==> run_1/layer_met4.png <==
Scale: 2 px per micron.
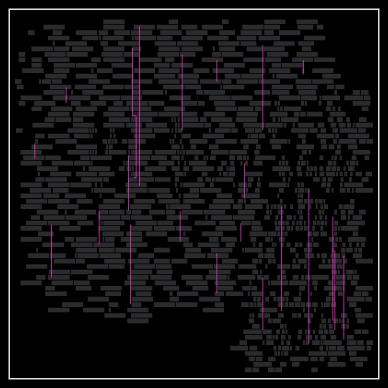
==> run_1/detail.png <==
Window x 128 to 148, y 36 to 56 microns. Cells in gray, sequential cells in the stronger gray; small squares are vias.
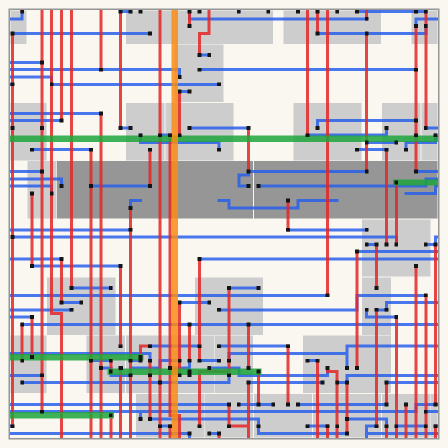
==> run_1/wires.png <==
Scale: 2 px per micron.
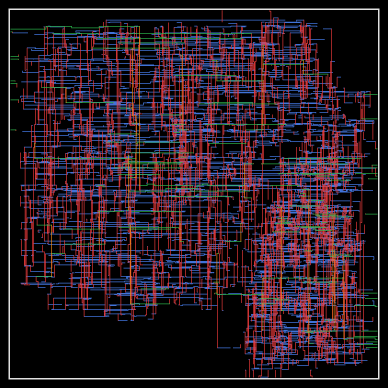
==> config.mk <==
export PLATFORM = sky130hd
export DESIGN_NAME = oclib_uart_tx_cfg
export DESIGN_NICKNAME = d
export VERILOG_FILES = /design/src/rtl/oclib_uart_tx_cfg.sv
export SDC_FILE = /design/constraint.sdc
export NUM_CORES = 1
export LEC_CHECK = 0
export CAP_MARGIN = 10
export CORE_MARGIN = 2
export CORE_UTILIZATION = 45
export CTS_BUF_LIST = sky130_fd_sc_hd__clkbuf_8
export DETAILED_ROUTE_END_ITERATION = 16
export SYNTH_ARGS = -nofsm -noshare
export SYNTH_HDL_FRONTEND = slang
export SYNTH_SLANG_ARGS = --single-unit
==> constraint.sdc <==
create_clock -name clock -period 7.3 [get_ports clock]
set_clock_uncertainty 0.15 [all_clocks]
set_input_delay 1.095 -clock clock [delete_from_list [all_inputs] [get_ports clock]]
set_output_delay 1.095 -clock clock [all_outputs]
set_load 0.05 [all_outputs]
==> impl_metrics.yaml, run 1 <==
# physical design summary
cts:
  cts_tree: "yes"
  cts_max_path_buffers: 3
  cts_hold_buf: 0
  htreeDepth: 2
  root_buffer: "clkbuf_8"
  insertion_delay_ns: 0.60
yosys:
  mux_area_share_pct: 15.3
  top_logic_kind: "multiplexers"
  ys_sh_xor_pct: 3.10
cells_and_area:
  seq_area_sq_um: 9380
  n_antenna_cell: 0
  comb_cells: 559
  flops: 323
power_and_ir_drop:
  ir_worst_vdd_mv: 0.137
  power.switching_w: 0.000920
setup_path:
  cp_slowest_cell: "clkdlybuf4s50_1"
  r2r_cells: 8
final_timing:
  fin_tns_setup_ns: 0
  max_freq_mhz: 233
  finalClockPeriodUsage_pct: 58.8
place:
  place_congestion: 0.855
outcome:
  outcome: "completed"
hold_path:
  hp-class: "reg -> reg"
-- layer_met4.png (at the start) --
The wires run mostly vertical. The layer carries 715 microns of wire. The layer holds 2.2% of the routed length.
total wire length: 32.9 mm
via count: 8515

-- detail.png (at the start) --
Key: green = metal 3; orange = metal 4; blue = metal 1; red = metal 2
29 logic cells have their middle in the window. Sequential cells in the window: 2. Most frequent: nor3_1 (4), xor2_1 (3).

-- wires.png (at the start) --
Key: orange = metal 4 [wire length 715 microns]; red = metal 2 [wire length 14900 microns]; green = metal 3 [wire length 1810 microns]; blue = metal 1 [wire length 15400 microns]
GRT Util Overall: 19.9%
routed len/inst: 22.8 microns

## run 1: synthesized netlist by cell type, drive strengths merged (5+ instances only)
cell | instances | area (sq um)
edfxtp | 256 | 7690
mux4 | 82 | 1850
nor2 | 78 | 293
dfrtp | 59 | 1480
nand2 | 42 | 158
a21oi | 33 | 165
xnor2 | 33 | 289
nor3 | 32 | 170
o21ai | 31 | 155
clkbuf | 28 | 105
mux2 | 25 | 282
nand3 | 19 | 95.1
buf | 18 | 87.6
xor2 | 16 | 140
nor4 | 15 | 106
inv | 12 | 45.0
and3 | 11 | 68.8
mux2i | 11 | 110
ha | 10 | 125
nand4 | 10 | 68.8
or3 | 9 | 56.3
or4 | 9 | 71.3
dfstp | 8 | 210
o221ai | 7 | 61.3
a21o | 6 | 45.0
o31ai | 6 | 45.0
or2 | 6 | 37.5
nand2b | 5 | 31.3
## run 1: metrics by stage
stage	hold slack (ns)	std cells	instance area (sq um)	total power [W]	setup WS [ns]
floorplan	0.312	940	14600	0.00225	4.02
global route	0.376	1442	16400	0.00399	2.86
detailed placement	0.326	1336	15300	0.00237	3.09
finish	0.334	1442	16400	0.00384	3.01
CTS	0.342	1434	16300	0.00387	2.97
global placement	0.328	1336	15300	0.00236	3.12
## run 1: power by group through the flow
stage	logic, W	clock network [W]	registers [W]
2_1_floorplan	0.000153	0	0.00210
5_1_grt	0.000272	0.00162	0.00210
6_report	0.000246	0.00150	0.00209
3_3_place_gp	0.000233	0	0.00213
4_1_cts	0.000239	0.00154	0.00209
3_5_place_dp	0.000238	0	0.00213
## run 1: layer usage
layer  vias up  track usage (%)  part of all wire (%)  wire [microns]
met3        56             3.66                   5.5            1810
met5         -                0                     0               0
met2       238             30.2                    45           14900
li1       3867                -                     -               -
met1      4354             29.6                    47           15400
met4         0             5.44                   2.2             714
==> run_1/clk_routes.png <==
Scale: 1.5 px per micron.
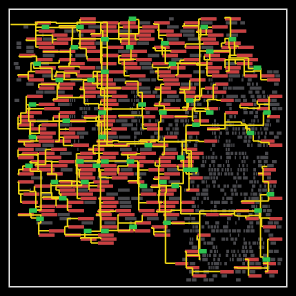

## Run 2: what changed since run 1
==> constraint.sdc (replaced) <==
create_clock -name clock -period 4.1 [get_ports clock]
set_clock_uncertainty 0.15 [all_clocks]
set_input_delay 0.615 -clock clock [delete_from_list [all_inputs] [get_ports clock]]
set_output_delay 0.615 -clock clock [all_outputs]
set_load 0.05 [all_outputs]
==> run_2/clk_routes.png <==
Scale: 1.5 px per micron.
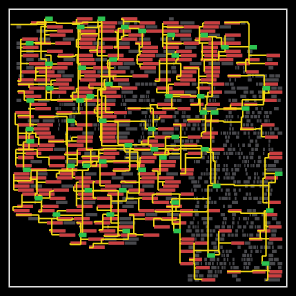
Key: red = flip-flops [count 323]; green = clock drivers [count 54]; yellow = clock wires [length 4360 microns]
Position of the flops: all over the die. There are 55 routed clock nets.
clock-net power: 0.00305 W
power share of the clock group: 42.3%
clk_lat worst skew: 0.61 ns

==> run 2 against run 1 <==
Net effect: routed wire length increased by 1.4%; total power increased by 88%; final cell count increased by 1.9%; synthesized area unchanged; worst hold slack improved by 0.0059 ns; core utilization increased by 1.0 points; synthesized cell count unchanged; clock power increased by 100%; critical path depth decreased by 2; critical path type unchanged; critical endpoint is now busy.
==> impl_metrics.yaml, run 2 <==
# physical design summary
hold_path:
  hp-class: "reg -> reg"
global_route:
  grt_pass1_wl_mm: 51.8
  grtUsageTotal_pct: 20.4
outcome:
  outcome: "completed"
place:
  place_congestion: 0.855
cells_and_area:
  design_area_sq_um: 16800
  nNetsFinal: 1065
  largest_reg_flops: 256
  n_antenna_cell: 0
yosys:
  edf_count: 256
  ys_top_cells_by_count: "256 x edfxtp_1, 82 x mux4_2, 78 x nor2_1"
  top_cell: "edfxtp_1"
  yosysTopAreaCellShare_pct: 52.7
  syn_area_per_cell_sq_um: 15.5
  top_area_cell: "edfxtp_1"
  synth_cells: 940
final_timing:
  max_freq_mhz: 283
  fin_tns_setup_ns: 0
  finalClockPeriodUsage_pct: 86.2
cts:
  root_buffer: "clkbuf_8"
  htreeDepth: 2
  cts_max_path_buffers: 3
  cts_tree: "yes"
power_and_ir_drop:
  total_power_w: 0.00722
  ir_worst_vdd_mv: 0.277
detailed_routing:
  wl_mm: 33.3
  vias: 8642
flow_run:
  warnings: 30
setup_path:
  r2r_cells: 8
==> run_2/congestion.png <==
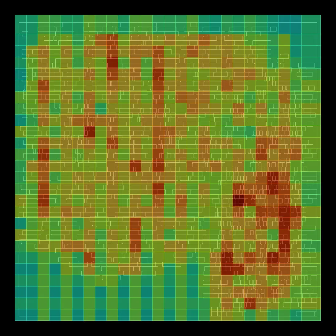
routed len/inst: 22.7 microns
GRT met1 Usage: 30.0%
Core Util, Final: 52.8%

==> run 2: cell type report <==
class / instances / area (sq um)
Clock buffer: 55 / 757
Clock inverter: 46 / 403
Fill cell: 2659 / 15000
Inverter: 12 / 45.0
Multi-Input combinational cell: 559 / 4970
Sequential cell: 323 / 9380
Tap cell: 402 / 503
Timing Repair Buffer: 72 / 698
==> run 2: per-layer routing <==
layer	vias to the layer above	share of wire, %	global-route usage (%)
li1	3910	-	-
met1	4365	45	30.0
met2	302	46	31.0
met3	65	6.5	3.51
met4	0	2.5	6.69
met5	-	0	0
==> run 2: power by group <==
group | internal [W] | switching [W]
sequential | 0.00364 | 0.0000843
combinational | 0.000164 | 0.000279
clock | 0.00171 | 0.00134
total | 0.00552 | 0.00170
==> run 2: logic make-up after synthesis <==
family | Yosys count | synth area share (%)
XOR/XNOR | 50 | 3.10
flip-flops | 323 | 64.3
adder cells (fa/ha/maj) | 10 | 0.858
multiplexers | 118 | 15.3
other | 1 | 0.0257
AND-OR/OR-AND | 125 | 5.81
AND/OR/NAND/NOR | 255 | 8.95
buffers and inverters | 58 | 1.63
==> run 2: critical path, stage by stage (launching register included) <==
cell	delay, ns
dfrtp_1	0.59
nor3_1	0.56
inv_1	0.28
clkdlybuf4s50_1	0.76
==> run 2: per-stage QoR <==
step / util (%) / cells / setup WS (ns) / hold slack, ns
6_report: 52.8 / 1469 / 0.564 / 0.340
5_1_grt: 52.8 / 1469 / 0.427 / 0.359
4_1_cts: 52.5 / 1463 / 0.548 / 0.339
3_5_place_dp: 48.8 / 1361 / 0.486 / 0.331
3_3_place_gp: 48.8 / 1361 / 0.501 / 0.330
2_1_floorplan: - / 940 / 1.30 / 0.169
==> run 2: what timing repair did <==
item	in CTS	in global routing
hold buffers	1	0
gates resized	0	0
hold endpoints to repair	14	0
buffers inserted	0	0
Power is estimated from default activity; no workload was simulated.
